### src/rtl/uart_fifo_ctrl.sv
// uart_fifo_ctrl: UART receive FIFO controller over an external dual-port RAM.
// Optional occupancy output: define UART_FIFO_LEVEL_EN to add port level.
module uart_fifo_ctrl #(
  parameter int DATA_WIDTH = 8,
  parameter int DEPTH      = 64,
  localparam int AW        = $clog2(DEPTH)
) (
  input  logic                  clk,
  input  logic                  rst,
  input  logic                  wr_en,
  input  logic [DATA_WIDTH-1:0] wr_data,
  output logic                  full,
  output logic                  overflow,
  input  logic                  ovf_clr,
`ifdef UART_FIFO_LEVEL_EN
  output logic [AW:0]           level,
`endif
  output logic                  rd_valid,
  output logic [DATA_WIDTH-1:0] rd_data,
  input  logic                  rd_ready,
  output logic                  ram_we,
  output logic [AW-1:0]         ram_addra,
  output logic [DATA_WIDTH-1:0] ram_din,
  output logic [AW-1:0]         ram_addrb,
  input  logic [DATA_WIDTH-1:0] ram_dout
);

  typedef enum logic [1:0] {
    EMPTY = 2'd0,
    LOAD  = 2'd1,
    VALID = 2'd2
  } state_t;

  localparam logic [AW:0] FULL_CNT = (AW+1)'(DEPTH);

  logic [AW:0] wr_ptr;
  logic [AW:0] rd_ptr;
  logic [AW:0] stored;
  logic        has_data;
  logic        push;
  logic        drop;
  logic        pop;
  logic        fetch;
  logic        load;
  state_t      state;
  state_t      state_nx;

  // Occupancy of the RAM, from registered pointers only.
  assign stored   = wr_ptr - rd_ptr;
  assign has_data = (stored != '0);
  assign full     = (stored == FULL_CNT);

  // Write side: never stalled, dropped when RAM is full.
  assign push      = wr_en && !full;
  assign drop      = wr_en && full;
  assign ram_we    = push;
  assign ram_addra = wr_ptr[AW-1:0];
  assign ram_din   = wr_data;

  // Read side: RAM read address always follows the read pointer.
  assign ram_addrb = rd_ptr[AW-1:0];
  assign rd_valid  = (state == VALID);
  assign pop       = rd_valid && rd_ready;

`ifdef UART_FIFO_LEVEL_EN
  // Entries in RAM plus the one held in the output stage.
  assign level = stored + {{AW{1'b0}}, (state != EMPTY)};
`endif

  // Write pointer advances on every accepted push.
  always_ff @(posedge clk or posedge rst) begin
    if (rst) begin
      wr_ptr <= '0;
    end else if (push) begin
      wr_ptr <= wr_ptr + 1'b1;
    end
  end

  // Read pointer advances when an entry is fetched from RAM.
  always_ff @(posedge clk or posedge rst) begin
    if (rst) begin
      rd_ptr <= '0;
    end else if (fetch) begin
      rd_ptr <= rd_ptr + 1'b1;
    end
  end

  // Sticky overflow; a dropped push wins over a clear.
  always_ff @(posedge clk or posedge rst) begin
    if (rst) begin
      overflow <= 1'b0;
    end else if (drop) begin
      overflow <= 1'b1;
    end else if (ovf_clr) begin
      overflow <= 1'b0;
    end
  end

  // Output register captures RAM data one cycle after the fetch.
  always_ff @(posedge clk or posedge rst) begin
    if (rst) begin
      rd_data <= '0;
    end else if (load) begin
      rd_data <= ram_dout;
    end
  end

  // Read FSM state register.
  always_ff @(posedge clk or posedge rst) begin
    if (rst) begin
      state <= EMPTY;
    end else begin
      state <= state_nx;
    end
  end

  // Read FSM next state and fetch/load strobes.
  always_comb begin
    state_nx = state;
    fetch    = 1'b0;
    load     = 1'b0;
    unique case (state)
      EMPTY: begin
        if (has_data) begin
          fetch    = 1'b1;
          state_nx = LOAD;
        end
      end
      LOAD: begin
        load     = 1'b1;
        state_nx = VALID;
      end
      VALID: begin
        if (pop) begin
          if (has_data) begin
            fetch    = 1'b1;
            state_nx = LOAD;
          end else begin
            state_nx = EMPTY;
          end
        end
      end
      default: begin
        state_nx = EMPTY;
      end
    endcase
  end

endmodule

### config.mk
export PLATFORM = sky130hd
export DESIGN_NAME = uart_fifo_ctrl
export DESIGN_NICKNAME = d
export VERILOG_FILES = /design/src/rtl/uart_fifo_ctrl.sv
export SDC_FILE = /design/constraint.sdc
export NUM_CORES = 1
export LEC_CHECK = 0
export CAP_MARGIN = 5
export CORE_MARGIN = 4
export CORE_UTILIZATION = 32
export DETAILED_ROUTE_END_ITERATION = 7
export GPL_TIMING_DRIVEN = 0
export HOLD_SLACK_MARGIN = 0.02
export SLEW_MARGIN = 40
export SYNTH_ARGS = -nofsm -noshare
export SYNTH_HDL_FRONTEND = slang
export SYNTH_SLANG_ARGS = --single-unit
### constraint.sdc
create_clock -name clk -period 2.3 [get_ports clk]
set_clock_uncertainty 0.1 [all_clocks]
set_input_delay 0.46 -clock clk [delete_from_list [all_inputs] [get_ports clk]]
set_output_delay 0.46 -clock clk [all_outputs]
set_load 0.005 [all_outputs]
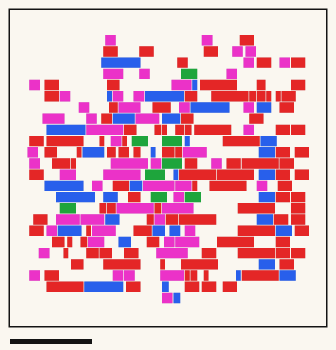
Figure 1: run 1, cells by drive strength.
Scale bar: 20 µm.
| colour | size | cells | share |
|---|---|---|---|
| blue | _2 cells | 34 | 16% |
| magenta | _3 and _4 cells | 55 | 26% |
| red | _0 and _1 cells | 111 | 53% |
| green | _6 and larger | 8 | 3.8% |

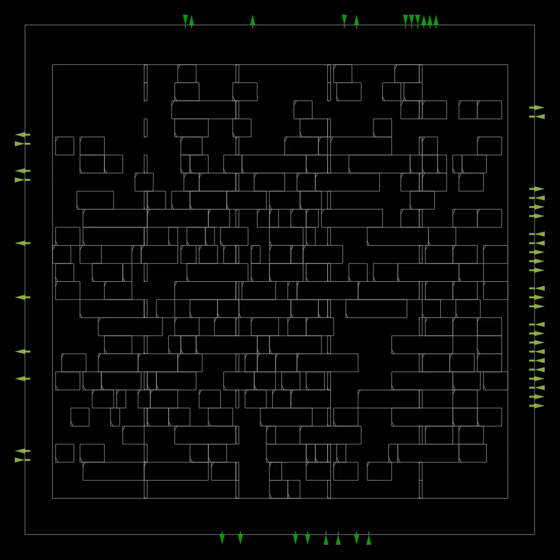
Figure 2: run 1, placement view.
placement row count: 24
flop share of the area: 26.2%
fin cells: 260
number of well taps: 52

==> flow_metrics.py, run 1 <==
# Synthesis and PnR figures
metrics = {
    "outcome": {
        "outcome": "finished with violations",
        "violations": "negative setup slack",
    },
    "place": {
        "place_worst_setup_slack_ns": -0.810,
        "post-place-cells": 237,
        "detailed_place.area_um2": 2080,
        "port_buffers": 44,
    },
    "grt": {
        "total_gr_overflow": 0,
        "global_route.usage.met1_pct": 15.3,
        "grt_met2_use_pct": 22.7,
        "grt_most_used_layer": "met2",
        "first_global_vias": 1331,
        "grtUsageTotal_pct": 12.6,
    },
    "timing": {
        "setup_total_negative_slack_ns": -4.62,
        "setup_viol": 17,
        "worst_slew_pin_slew_ns": 0.528,
        "fin_ws_ns": -0.572,
        "report.final.slew_viol_count": 0,
        "worst_slew_margin_rel_pct": 64.8,
        "final.min_clock_period_ns": 2.87,
        "max_clk_rate_ghz": 0.348,
    },
    "power_and_ir_drop": {
        "max-vdd-ir-drop_mv": 0.808,
        "power_frac_clock_pct": 7.5,
        "power_top_consumer": "combinational cells",
        "internal-power_mw": 2.22,
        "report.power.total_mw": 3.57,
        "sequentialPower_mw": 0.852,
        "combinationalPower_mw": 2.45,
        "cellLeakagePower_nw": 1.04,
        "cell_pwr_density_nw_per_um2": 1470,
    },
    "yosys": {
        "yosysWarnings": 0,
        "ys_sh_xor_pct": 8.12,
        "yosys.area_share.aoi_pct": 8.70,
        "yosysCellCount": 141,
        "synth_adder_area_share_pct": 6.63,
        "yosysMostFrequentCell": "dfrtp_1",
        "synth_area_per_inst_um2": 10.7,
        "synth.cell_area_um2": 1510,
        "post-synth-top-area-fraction_pct": 41.4,
        "top_area_cell": "dfrtp_1",
        "synth.yosys.seq_area_share_pct": 41.4,
        "asyncSetResetFlopFracSynth_pct": 100,
        "synth_flop_count": 25,
        "flop_cell": "dfrtp_1",
        "synthesis.nets": 170,
        "simple_gate_area_share_pct": 14.0,
        "ys_area_um2": 1510,
        "instance_count_of_the_mapped_netlist": 141,
        "synth-edff-count": 0,
    },
    "detailed_routing": {
        "drt_iter0_drc": 27,
        "drc": 0,
        "via_per_inst": 4.63,
        "met1_length_um": 1560,
        "maxUsedRoutingLayer": "met4",
        "total_length_of_routed_met3_wires_um": 193,
        "routed_wire_length_per_instance_um": 13.8,
    },
    "cts": {
        "cts.hold.buffers_added": 0,
        "tritoncts": "yes",
        "clockBufferDepth": 2,
        "cts-buffers-inserted": 3,
        "cts_htree_levels": 1,
        "clock-root-buffer": "clkbuf_8",
        "post_cts_buffers": 17,
    },
    "floorplanning": {
        "die_h_um": 76.7,
        "chip_area_um2": 5880,
        "initCoreUtil_pct": 33.8,
        "core_area_um2": 4470,
        "ioPinCount": 53,
    },
    "worst_setup_path": {
        "r2r-start": "wr_ptr[2]",
        "cp_slowest_cell": "dfrtp_2",
        "worst_path_arrival_time_ns": 2.31,
        "cp_num_buf_inv": 4,
        "critPathMaxStageDelay_ns": 0.44,
        "reg2reg_slack_ns": -0.33,
        "setup.worst_path.start": "wr_ptr[2]",
        "crit_end": "ram_we",
        "timing.critical_path.mode_cell": "buf_4",
        "ff2ff_path_depth": 10,
        "worst_setup_path_end_kind": "output pin",
    },
    "finish": {
        "final_cell_mix": "clkdlybuf4s50_1 (42), buf_4 (34), dfrtp_1 (18)",
        "final_layout_size_suffix_gt1_share_pct": 46.6,
        "regMostFlops": "rd_data",
        "largest_registers": "rd_data x8, rd_ptr x7, wr_ptr x7",
        "area.share.combinational_pct": 36.4,
        "final-nonclk-buf-share_pct": 30.8,
        "final_common_cell": "clkdlybuf4s50_1",
        "area_growth_synth_to_finish_pct": 60.3,
        "logic_area_um2": 882,
    },
    "worst_hold_path": {
        "worst_min_delay_path_category": "reg2reg",
    },
}
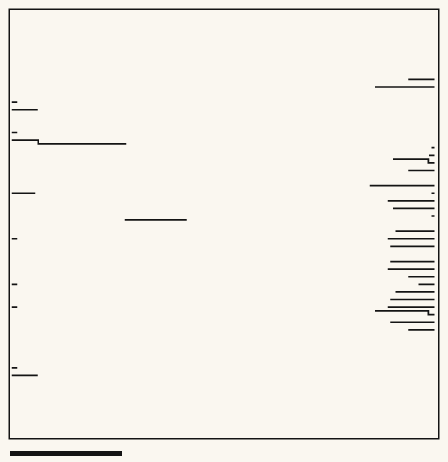
Figure 3: run 1, the metal 3 layer.
Scale bar: 20 µm.
wire length on this layer: 193 µm
nets with wire on the layer: 34
share of all routed wire: 5.4%
aggregate routed wire length: 3580 µm
GR Util met3: 3.04%
vias post-DR: 1203

Figure 4. I/O pins on the die edge (run 1).
Scale bar: 20 µm. Pins as bars across the die edge, other pins in grey.
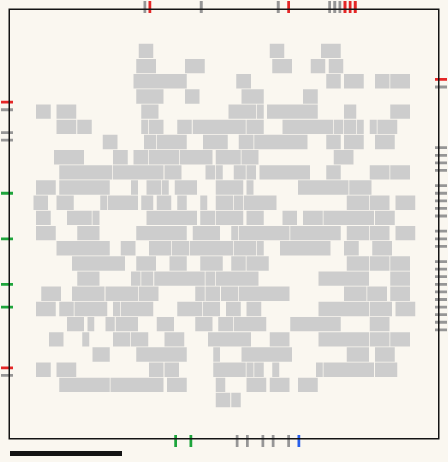

--- run 2 (diff from run 1) ---
- REMOVE_ABC_BUFFERS: not set -> 1
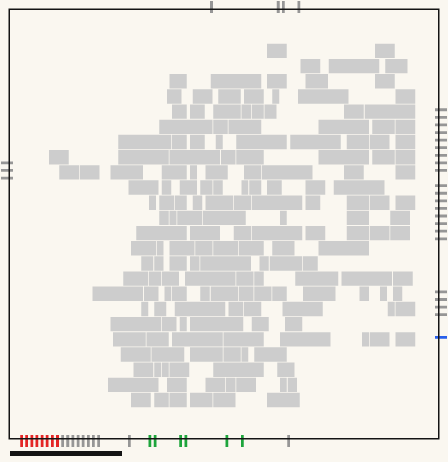
Figure 5: run 2, I/O pins on the die edge.
Scale bar: 20 µm. Pins as bars across the die edge, other pins in grey.
| colour | port | pins | direction | edge |
|---|---|---|---|---|
| blue | rst | 1 | input | right |
| green | ram_addra | 6 | output | bottom |
| red | ram_din | 8 | output | bottom |
Die Span Y: 76.7 µm
number of buffers inserted by port buffering: 36

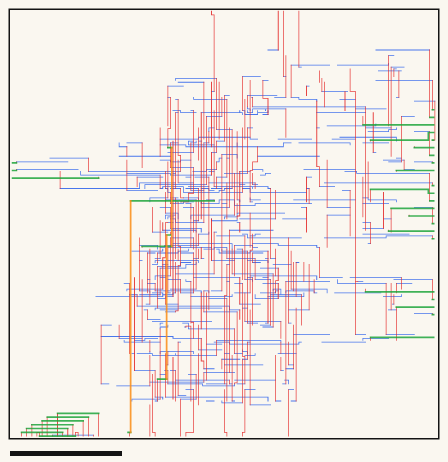
Figure 6: run 2, signal wires by layer.
Scale bar: 20 µm.
| colour | layer | wire length |
|---|---|---|
| red | metal 2 | 1720 µm |
| orange | metal 4 | 85.0 µm |
| green | metal 3 | 192 µm |
| blue | metal 1 | 1550 µm |
vias post-DR: 1113
total global-route track usage: 11.7%
average wire per standard cell: 15.3 µm
aggregate routed wire length: 3540 µm

==> flow_metrics.py, run 2 <==
# Synthesis and PnR figures
metrics = {
    "outcome": {
        "outcome": "finished with violations",
        "violations": "negative setup slack",
    },
    "yosys": {
        "synth-edff-count": 0,
        "synth.cell_area_um2": 1510,
        "instance_count_of_the_mapped_netlist": 141,
        "synth_flop_count": 25,
    },
    "floorplanning": {
        "placement_rows": 24,
        "initCoreUtil_pct": 33.8,
    },
    "worst_setup_path": {
        "setup.worst_path.start": "rd_ptr[2]",
        "cp_num_buf_inv": 4,
        "cp_slowest_cell": "dfrtp_2",
    },
    "grt": {
        "grt_met2_use_pct": 18.6,
        "grt_most_used_layer": "met2",
        "first_global_vias": 1187,
    },
    "finish": {
        "final_cells": 231,
        "area_growth_synth_to_finish_pct": 44.5,
        "area.share.combinational_pct": 39.3,
        "final_common_cell": "clkdlybuf4s50_1",
        "logic_area_um2": 857,
        "final-nonclk-buf-share_pct": 24.4,
    },
    "timing": {
        "max_clk_rate_ghz": 0.362,
        "worst_slew_margin_rel_pct": 63.6,
        "report.final.slew_viol_count": 0,
        "setup_viol": 17,
        "fin_ws_ns": -0.460,
    },
    "power_and_ir_drop": {
        "cellLeakagePower_nw": 0.926,
        "internal-power_mw": 2.00,
        "sequentialPower_mw": 0.836,
        "power_frac_clock_pct": 8.0,
        "max-vdd-ir-drop_mv": 0.547,
    },
    "cts": {
        "cts_htree_levels": 1,
        "cts.hold.buffers_added": 0,
        "cts-buffers-inserted": 3,
    },
    "worst_hold_path": {
        "worst_min_delay_path_category": "reg2reg",
    },
    "detailed_routing": {
        "drc": 0,
    },
}
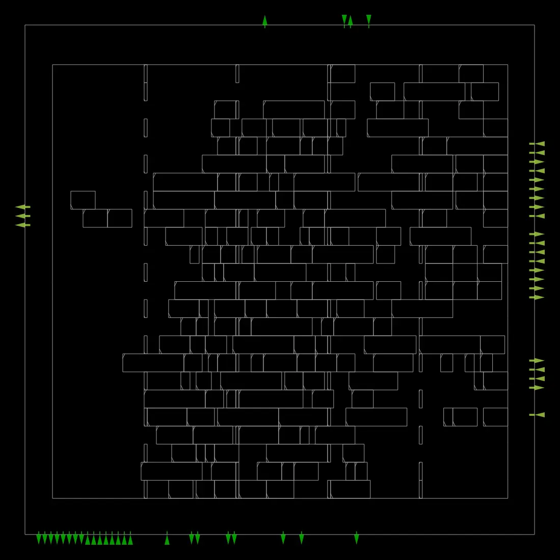
Figure 7: run 2, placement view.
share of the core filled with cells in the final layout: 48.8%
total of fill cells in the finished design: 384
Seq Cell Count: 25
core area: 4470 µm²

